$ cat src/rtl/fp_mul_arbiter.sv
// Two-requester round-robin front end for a shared FP32 multiplier.
// One transaction in flight: grant in IDLE, wait MUL_LAT cycles in ISSUE, hold result in RESP.
module fp_mul_arbiter #(
  parameter int unsigned MUL_LAT = 1
) (
  input  logic        clk,
  input  logic        rst_n,
  input  logic        req0_valid,
  input  logic [31:0] req0_a,
  input  logic [31:0] req0_b,
  output logic        req0_ready,
  input  logic        req1_valid,
  input  logic [31:0] req1_a,
  input  logic [31:0] req1_b,
  output logic        req1_ready,
  output logic [31:0] mul_a,
  output logic [31:0] mul_b,
  input  logic [31:0] mul_p,
  output logic        rsp_valid,
  output logic        rsp_id,
  output logic [31:0] rsp_p,
  input  logic        rsp_ready,
  output logic        busy
);

  typedef enum logic [1:0] {
    IDLE,
    ISSUE,
    RESP
  } state_t;

  state_t      state_q;
  logic        prio_q;
  logic [2:0]  cnt_q;
  logic [31:0] mul_a_q;
  logic [31:0] mul_b_q;
  logic [31:0] rsp_p_q;
  logic        rsp_id_q;

  logic        gnt_valid;
  logic        gnt_id;

  // prio_q names the requester that wins when both are valid
  always_comb begin
    gnt_valid = 1'b0;
    gnt_id    = 1'b0;
    if (state_q == IDLE) begin
      if (req0_valid && req1_valid) begin
        gnt_valid = 1'b1;
        gnt_id    = prio_q;
      end else if (req0_valid) begin
        gnt_valid = 1'b1;
        gnt_id    = 1'b0;
      end else if (req1_valid) begin
        gnt_valid = 1'b1;
        gnt_id    = 1'b1;
      end
    end
  end

  assign req0_ready = rst_n && gnt_valid && !gnt_id;
  assign req1_ready = rst_n && gnt_valid &&  gnt_id;

  always_ff @(posedge clk) begin
    if (!rst_n) begin
      state_q  <= IDLE;
      prio_q   <= 1'b0;
      cnt_q    <= '0;
      mul_a_q  <= '0;
      mul_b_q  <= '0;
      rsp_p_q  <= '0;
      rsp_id_q <= 1'b0;
    end else begin
      case (state_q)
        IDLE: begin
          if (gnt_valid) begin
            mul_a_q  <= gnt_id ? req1_a : req0_a;
            mul_b_q  <= gnt_id ? req1_b : req0_b;
            rsp_id_q <= gnt_id;
            prio_q   <= !gnt_id;
            cnt_q    <= 3'(MUL_LAT);
            state_q  <= ISSUE;
          end
        end
        ISSUE: begin
          cnt_q <= cnt_q - 3'd1;
          // product is sampled in the last cycle of the multiplier latency window
          if (cnt_q == 3'd1) begin
            rsp_p_q <= mul_p;
            state_q <= RESP;
          end
        end
        RESP: begin
          if (rsp_ready) begin
            state_q <= IDLE;
          end
        end
        default: state_q <= IDLE;
      endcase
    end
  end

  assign mul_a     = mul_a_q;
  assign mul_b     = mul_b_q;
  assign rsp_p     = rsp_p_q;
  assign rsp_id    = rsp_id_q;
  assign rsp_valid = (state_q == RESP);
  assign busy      = (state_q != IDLE);

endmodule

$ cat config.mk
export PLATFORM = sky130hd
export DESIGN_NAME = fp_mul_arbiter
export DESIGN_NICKNAME = d
export VERILOG_FILES = /design/src/rtl/fp_mul_arbiter.sv
export SDC_FILE = /design/constraint.sdc
export NUM_CORES = 1
export LEC_CHECK = 0
export CAP_MARGIN = 20
export CORE_ASPECT_RATIO = 0.9
export CORE_MARGIN = 5
export CORE_UTILIZATION = 38
export CTS_BUF_LIST = sky130_fd_sc_hd__clkbuf_4
export CTS_CLUSTER_DIAMETER = 80
export DETAILED_ROUTE_END_ITERATION = 12
export GPL_TIMING_DRIVEN = 0
export PLACE_DENSITY = 0.82
export SYNTH_ARGS = -nofsm -noshare
export SYNTH_HDL_FRONTEND = slang
export SYNTH_SLANG_ARGS = --single-unit
$ cat constraint.sdc
create_clock -name clk -period 1.9 [get_ports clk]
set_clock_uncertainty 0.05 [all_clocks]
set_input_delay 0.285 -clock clk [delete_from_list [all_inputs] [get_ports clk]]
set_output_delay 0.285 -clock clk [all_outputs]
set_load 0.01 [all_outputs]
m3.png
Scale bar: 20 um.
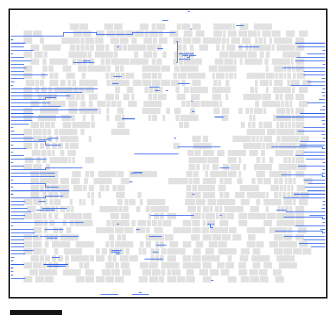
- main direction: horizontal
- longest straight run: 33.4 um
- nets with wire on the layer: 171
- wire length on this layer: 1360 um
via count: 5133
Total Wirelength: 16600 um
GR Util met3: 0.0633

==> flow_summary.ini <==
; physical design summary
[yosys]
ys_top_cells_by_area = dfxtp_1 (48%), nand3_1 (12%), a31oi_1 (7.5%)
ys_sh_aoi = 0.216
ys_seq_share = 0.477
synthArstFlopShare = 0
edf_count = 0
mux_share = 0
synth.top_cells.by_count = nand3_1 (104), dfxtp_1 (103), nand2_1 (66)
ys_sh_xor = 0.00203
post_synth_num_cell_types = 33
top_area_frac = 0.477
synth_nets = 694
synth-area-yosys_um2 = 4320
ys_top_logic_family = simple AND/OR/NAND/NOR gates
synth_warnings = 0
most_common_cell = nand3_1

[floorplan]
die-area_um2 = 13600
core_um2 = 11300
fp.dieH_um = 111
nWellTaps = 156

[power_and_ir_drop]
p_sw_w = 0.00164
pwr-share-seq = 0.467
seq-power_w = 0.00247
switching_share = 0.309
top_power_group = registers
p_clk_w = 0.00120
p_clk_frac = 0.226
p_per_area_nw_per_um2 = 721

[drt]
top_layer = met4
wl_met1_um = 6490
final_antenna_net_count = 0
first_iter_violations = 315
met2_length_um = 8370
drc = 0
dr.pass1.iters = 5
post_drt_wl_per_cell_um = 17.2
vias_per_cell = 5.34

[status]
status = finished, final reports clean

[cells_and_area]
final_core_util = 0.651
nNetsFinal = 967
seq_area_um2 = 2070
antenna_cells = 0
syn_to_final_growth_pct = 70.2
flops = 103
comb_share = 0.275
dominant_cells = buffers
bufAreaShareNonClock = 0.396
drive_above_1_share = 0.0658

[clock_network]
cts_hold_buf = 0
cts-resized-gates = 29
cts_max_level = 3
cts_tree = yes
cts_buffers = 9
post_cts_buffers = 4
clock_sinks = 103

[worst_hold_path]
hp-start = mul_p[2]
hold_class = in -> reg

[setup_path]
critPathLaunchType = input port
cp_max_fo = 4
worst_ep_required_time_ps = 1560
r2r_slack_ps = 70
cp-endpoint = req0_ready
rr_worst_depth = 7
end_kind = primary output

[timing]
rsz0062_at_grt = true
slew_headroom = 0.648
fmax_mhz = 527
period_needed_ps = 1900
final_hold_viol_count = 0
fin_ws_ps = 2.68
fin_crit_sh = 0.999
maxSlewViolCount = 0

[global_routing]
first_global_vias = 5190
grt_max_degree = 22
overflow = 0
grt_use_total = 0.235
antenna_found_initial = 0
grt_pass1_wl_um = 26100

[placement]
place.gp.congestion = 0.907
preCtsSetupSlack_ps = -1090
port_buffers = 265

[flow_run]
max-cap-violations = 0
m1.png
Scale bar: 20 um.
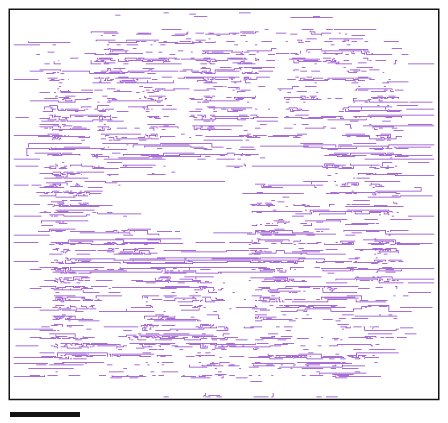
- nets with wire on the layer: 870
- longest straight run: 39.1 um

[placed cells by master, fill, tap and decap left out, types with 5 or more instances in the layout]
cell type        instances
clkdlybuf4s50_1        260
nand3_1                104
dfxtp_1                100
nand2_1                 64
o21ai_0                 52
a31oi_1                 52
clkbuf_1                35
a21oi_1                 35
clkbuf_4                12
and4_1                  12
a221o_1                 12
buf_2                    9
buf_4                    5
[logic make-up (layout without fill, tap and decap cells)]
kind of cell / after synthesis / count (layout)
simple gates: 203 / 203
compound gates: 156 / 156
flops: 103 / 103
buf+inv: 62 / 340
fa+ha+maj: 2 / 2
xor+xnor: 1 / 1
[worst max-delay path, cell delays in order]
cell             delay, ps
clkdlybuf4s50_1        570
nor3b_4                270
buf_6                  140
nand2_2                 60
nor2_1                  80
buf_2                  150
Power is estimated from default activity; no workload was simulated.
